$ cat src/rtl/soin_bpredictor_update_fifo.sv
// ----------------------------------------------------------------------------
// soin_bpredictor_update_fifo
//
// Purpose:
//   Sits between execute and the bimodal predictor's update port. Resolved
//   branches are checked for direction/target misprediction. Entries that must
//   reach the predictor are queued in order: conditional branches, and any
//   mispredicted branch so the RAS can be restored. One entry per cycle is
//   drained into registered execute_bpredictor_* outputs. The new 2-bit
//   saturating counter byte and its lane byte-enable are computed at drain
//   time, so execute never performs the predictor read-modify-write itself.
//
// Ports:
//   clk, reset                      clock, synchronous active-high reset
//   execute_branch_valid/_ready     handshake from execute (ready = ~full)
//   execute_branch_PC/_target       branch PC and actual target
//   execute_branch_dir/_is_cond     actual direction, conditional flag
//   execute_branch_p_dir/_p_target  prediction made by fetch
//   execute_branch_meta[19:0]       {ras[3:0], byte[7:0], idx[7:0]} from fetch
//   soin_bpredictor_stall           holds the drain; the FIFO keeps accepting
//   execute_bpredictor_*            drained entry, valid for one cycle
//     meta[23:0] = {ras[3:0], be[3:0], new_byte[7:0], idx[7:0]}
//   update_fifo_count               FIFO occupancy
//
// Configuration macro:
//   SOIN_BP_UPDATE_BYPASS_EN  when defined, the counter byte written by the
//   last conditional pop is reused as the base byte if the next conditional
//   pop targets the same idx/lane. This covers fetch meta that was read
//   before the previous update landed.
// ----------------------------------------------------------------------------
module soin_bpredictor_update_fifo #(
  parameter int DEPTH_L = 2
) (
  input  logic               clk,
  input  logic               reset,
  input  logic               execute_branch_valid,
  output logic               execute_branch_ready,
  input  logic [31:0]        execute_branch_PC,
  input  logic [31:0]        execute_branch_target,
  input  logic               execute_branch_dir,
  input  logic               execute_branch_is_cond,
  input  logic               execute_branch_p_dir,
  input  logic [31:0]        execute_branch_p_target,
  input  logic [19:0]        execute_branch_meta,
  input  logic               soin_bpredictor_stall,
  output logic               execute_bpredictor_update,
  output logic [31:0]        execute_bpredictor_PC,
  output logic [31:0]        execute_bpredictor_target,
  output logic               execute_bpredictor_dir,
  output logic               execute_bpredictor_miss,
  output logic [23:0]        execute_bpredictor_meta,
  output logic               execute_bpredictor_recover_ras,
  output logic [DEPTH_L:0]   update_fifo_count
);

  localparam int DEPTH = 1 << DEPTH_L;

  typedef struct packed {
    logic [31:0] pc;
    logic [31:0] target;
    logic        dir;
    logic        is_cond;
    logic        miss;
    logic [19:0] meta;
  } entry_t;

  entry_t             mem_q [DEPTH];
  logic [DEPTH_L-1:0] wr_ptr_q, wr_ptr_d;
  logic [DEPTH_L-1:0] rd_ptr_q, rd_ptr_d;
  logic [DEPTH_L:0]   count_q, count_d;

  logic   full, empty;
  logic   in_miss, push, cut_through, fifo_wr, fifo_rd, pop;
  entry_t in_entry, pop_entry;

  logic [1:0] pop_lane, pop_slot;
  logic [7:0] pop_idx;
  logic [7:0] base_byte, new_byte;
  logic [1:0] base_ctr, new_ctr;
  logic [3:0] new_be;

  // Registered outputs
  logic        update_q, dir_q, miss_q, recover_q;
  logic [31:0] pc_q, target_q;
  logic [23:0] meta_q;

`ifdef SOIN_BP_UPDATE_BYPASS_EN
  logic       byp_valid_q;
  logic [7:0] byp_idx_q;
  logic [1:0] byp_lane_q;
  logic [7:0] byp_byte_q;
`endif

  assign full  = (count_q == (DEPTH_L+1)'(DEPTH));
  assign empty = (count_q == '0);

  // Queue control. With an empty FIFO and no stall the incoming entry goes
  // straight to the output registers, giving one-cycle latency without ever
  // occupying a slot (push and pop in the same cycle).
  always_comb begin
    in_miss = (execute_branch_dir != execute_branch_p_dir) |
              (execute_branch_dir & (execute_branch_target != execute_branch_p_target));
    in_entry.pc      = execute_branch_PC;
    in_entry.target  = execute_branch_target;
    in_entry.dir     = execute_branch_dir;
    in_entry.is_cond = execute_branch_is_cond;
    in_entry.miss    = in_miss;
    in_entry.meta    = execute_branch_meta;

    // Correctly predicted unconditional branches have nothing to update.
    push        = execute_branch_valid & ~full & (execute_branch_is_cond | in_miss);
    cut_through = empty & push & ~soin_bpredictor_stall;
    fifo_wr     = push & ~cut_through;
    fifo_rd     = ~empty & ~soin_bpredictor_stall;
    pop         = fifo_rd | cut_through;
    pop_entry   = empty ? in_entry : mem_q[rd_ptr_q];

    wr_ptr_d = fifo_wr ? wr_ptr_q + DEPTH_L'(1) : wr_ptr_q;
    rd_ptr_d = fifo_rd ? rd_ptr_q + DEPTH_L'(1) : rd_ptr_q;
    count_d  = count_q;
    case ({fifo_wr, fifo_rd})
      2'b10:   count_d = count_q + (DEPTH_L+1)'(1);
      2'b01:   count_d = count_q - (DEPTH_L+1)'(1);
      default: count_d = count_q;
    endcase
  end

  // Counter read-modify-write for the entry being drained. The meta byte
  // holds four 2-bit counters; slot PC[3:2] selects one, PC[5:4] picks the
  // byte lane written in the predictor.
  always_comb begin
    pop_lane  = pop_entry.pc[5:4];
    pop_slot  = pop_entry.pc[3:2];
    pop_idx   = pop_entry.meta[7:0];
    base_byte = pop_entry.meta[15:8];
`ifdef SOIN_BP_UPDATE_BYPASS_EN
    if (byp_valid_q && (byp_idx_q == pop_idx) && (byp_lane_q == pop_lane)) begin
      base_byte = byp_byte_q;
    end
`endif
    base_ctr = base_byte[{pop_slot, 1'b0} +: 2];
    if (pop_entry.dir) begin
      new_ctr = (base_ctr == 2'd3) ? 2'd3 : base_ctr + 2'd1;
    end else begin
      new_ctr = (base_ctr == 2'd0) ? 2'd0 : base_ctr - 2'd1;
    end
    new_byte = base_byte;
    new_byte[{pop_slot, 1'b0} +: 2] = new_ctr;
    new_be = 4'b0001 << pop_lane;
  end

  always_ff @(posedge clk) begin
    if (reset) begin
      wr_ptr_q  <= '0;
      rd_ptr_q  <= '0;
      count_q   <= '0;
      update_q  <= 1'b0;
      dir_q     <= 1'b0;
      miss_q    <= 1'b0;
      recover_q <= 1'b0;
      pc_q      <= '0;
      target_q  <= '0;
      meta_q    <= '0;
    end else begin
      wr_ptr_q <= wr_ptr_d;
      rd_ptr_q <= rd_ptr_d;
      count_q  <= count_d;
      if (pop) begin
        update_q  <= pop_entry.is_cond;
        miss_q    <= pop_entry.miss;
        recover_q <= pop_entry.miss;
        dir_q     <= pop_entry.dir;
        pc_q      <= pop_entry.pc;
        target_q  <= pop_entry.target;
        meta_q    <= {pop_entry.meta[19:16], new_be, new_byte, pop_idx};
      end else begin
        // Strobes drop after one cycle; data fields keep the last entry.
        update_q  <= 1'b0;
        miss_q    <= 1'b0;
        recover_q <= 1'b0;
      end
    end
  end

  // Storage is not reset: the pointers and count define what is valid.
  always_ff @(posedge clk) begin
    if (fifo_wr) begin
      mem_q[wr_ptr_q] <= in_entry;
    end
  end

`ifdef SOIN_BP_UPDATE_BYPASS_EN
  always_ff @(posedge clk) begin
    if (reset) begin
      byp_valid_q <= 1'b0;
      byp_idx_q   <= '0;
      byp_lane_q  <= '0;
      byp_byte_q  <= '0;
    end else if (pop && pop_entry.is_cond) begin
      byp_valid_q <= 1'b1;
      byp_idx_q   <= pop_idx;
      byp_lane_q  <= pop_lane;
      byp_byte_q  <= new_byte;
    end
  end
`endif

  assign execute_branch_ready           = ~full;
  assign execute_bpredictor_update      = update_q;
  assign execute_bpredictor_PC          = pc_q;
  assign execute_bpredictor_target      = target_q;
  assign execute_bpredictor_dir         = dir_q;
  assign execute_bpredictor_miss        = miss_q;
  assign execute_bpredictor_meta        = meta_q;
  assign execute_bpredictor_recover_ras = recover_q;
  assign update_fifo_count              = count_q;

endmodule

$ cat config.mk
export PLATFORM = sky130hd
export DESIGN_NAME = soin_bpredictor_update_fifo
export DESIGN_NICKNAME = d
export VERILOG_FILES = /design/src/rtl/soin_bpredictor_update_fifo.sv
export SDC_FILE = /design/constraint.sdc
export NUM_CORES = 1
export LEC_CHECK = 0
export CAP_MARGIN = 0
export CELL_PAD_IN_SITES_DETAIL_PLACEMENT = 0
export CELL_PAD_IN_SITES_GLOBAL_PLACEMENT = 1
export CORE_MARGIN = 2
export CORE_UTILIZATION = 53
export CTS_BUF_LIST = sky130_fd_sc_hd__clkbuf_4
export DETAILED_ROUTE_END_ITERATION = 6
export HOLD_SLACK_MARGIN = 0.08
export PLACE_DENSITY = 0.95
export SYNTH_ARGS = -nofsm -noshare
export SYNTH_HDL_FRONTEND = slang
export SYNTH_SLANG_ARGS = --single-unit
export TNS_END_PERCENT = 100
$ cat constraint.sdc
create_clock -name clk -period 13.15 [get_ports clk]
set_input_delay 1.315 -clock clk [delete_from_list [all_inputs] [get_ports clk]]
set_output_delay 1.315 -clock clk [all_outputs]
set_load 0.05 [all_outputs]
==> results_slide.txt <==
Run Summary

Status
  – Status: finished, final reports clean

Detailed routing
  – Routed Antenna Nets: 0
  – Met3 wire len: 3.26 mm
  – DR WL/cell: ~22 um
  – Routed via count: 10800
  – Drc violations: 0
  – Met2 wire len: 20.6 mm
  – Met1 WL: between 15 and 20 mm
  – Final wirelength: roughly 42 mm

Die
  – Die height: 190 um
  – Die Width: between 150 and 200 um
  – Tap Cells: roughly 460

STA
  – Worst hold slack: 0.472 ns
  – Post-route setup slack: 8.65 ns
  – Max-slew violation count: 0
  – Peak Freq: about 220 MHz
  – Setup TNS: 0 ns

Final layout
  – Fraction of area in registers: 0.559
  – Clk tree area frac: 0.0641
  – Flops: 448
  – MI comb cells: about 500
  – Clock buffer cells: 166
  – Final Util: 0.650
  – Reg area: 0.0125 mm2
  – Fin nets: 1450
  – # diodes: 2
  – Layout cells sized above 1: 0.266
  – Top Layout Cells: edfxtp_1, clkdlybuf4s50_1, clkbuf_4, dfxtp_1, mux4_2

Placed design
  – Placed instance area: ~0.021 mm2
  – Dpl cells: about 1700

Power and ir drop
  – P_clk: roughly 1.1 mW
  – Combinational gate power: around 1.7 mW
  – Largest Pwr Group: registers
  – Sw frac: 0.359
  – Peak supply drop: about 170 uV

Logic synthesis
  – Yosys cell count: 1039
  – Mux cell area share after synthesis: 0.160
  – EDFF count, synth: 348
  – Syn nets: around 1200
  – Biggest area cells: edfxtp_1, dfxtp_1, mux4_2
  – XORs/XNORs by Area: 0.0172
  – Most frequent cells after synthesis: edfxtp_1, dfxtp_1, mux4_2, mux2i_1, nor3_1
  – Simple share: 0.0454
  – Main flop type: edfxtp_1
  – Area leader, netlist: edfxtp_1

Run
  – Max-Cap Viols: 0

Setup path
  – WP buf/inv: 2
  – Worst setup endpoint: update_fifo_count[2]
  – Arrival time worst endpoint: just over 5 ns
  – R2R cell count: 7
  – Stages on worst setup path: 12
  – Reg2Reg Capture Point: execute_bpredictor_PC[3]
  – Family with the most delay on the worst path: simple AND/OR/NAND/NOR gates
  – Reg2reg setup slack: around 9.3 ns
  – Critical Path RT: between 10 and 15 ns

Global route
  – Met1 global-route usage: 0.297
  – GRT met2 Usage: 0.387

Worst hold path
  – HP Class: reg2reg
  – Hold Crit Start: execute_bpredictor_meta[16]

CTS
  – Total CTS buffers: about 110
  – CTS tree: yes
  – Clock Path Buffers: 3
==> images/clock_wires.png <==
(2 px per um)
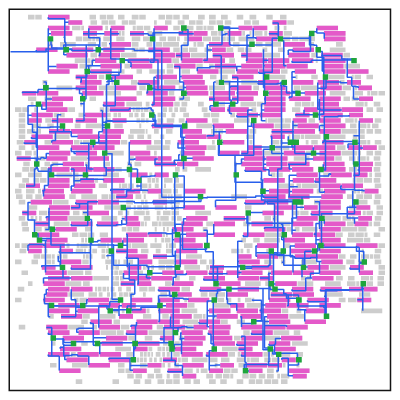
Green stands for clock-net drivers, count 110. Blue stands for clock wires, length 5440 um. Magenta stands for flip-flops, count 448.
Position of the flops: spread over the die.

==> images/gates.png <==
(1.5 px per um)
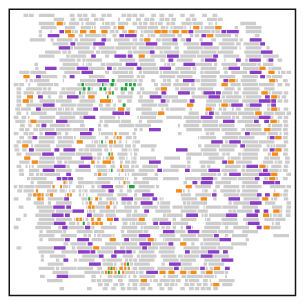
Orange stands for aoi and oai cells, cells 122, most used a211oi_2, where spread over the die. Purple stands for mux cells, cells 180, most used mux4_2, where spread over the die. Green stands for nand cells, cells 28, most used nand4_1.

==> images/layers.png <==
(1.5 px per um)
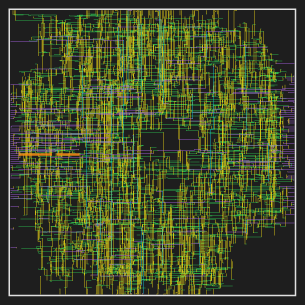
Orange stands for M5, wire length 34.0 um. Green stands for M1, wire length 16800 um. Purple stands for M3, wire length 3260 um. Yellow stands for M2, wire length 20.6 mm. Cyan stands for M4, wire length 1180 um.

Power figures rest on the tool's default switching activity, not on a simulated workload.
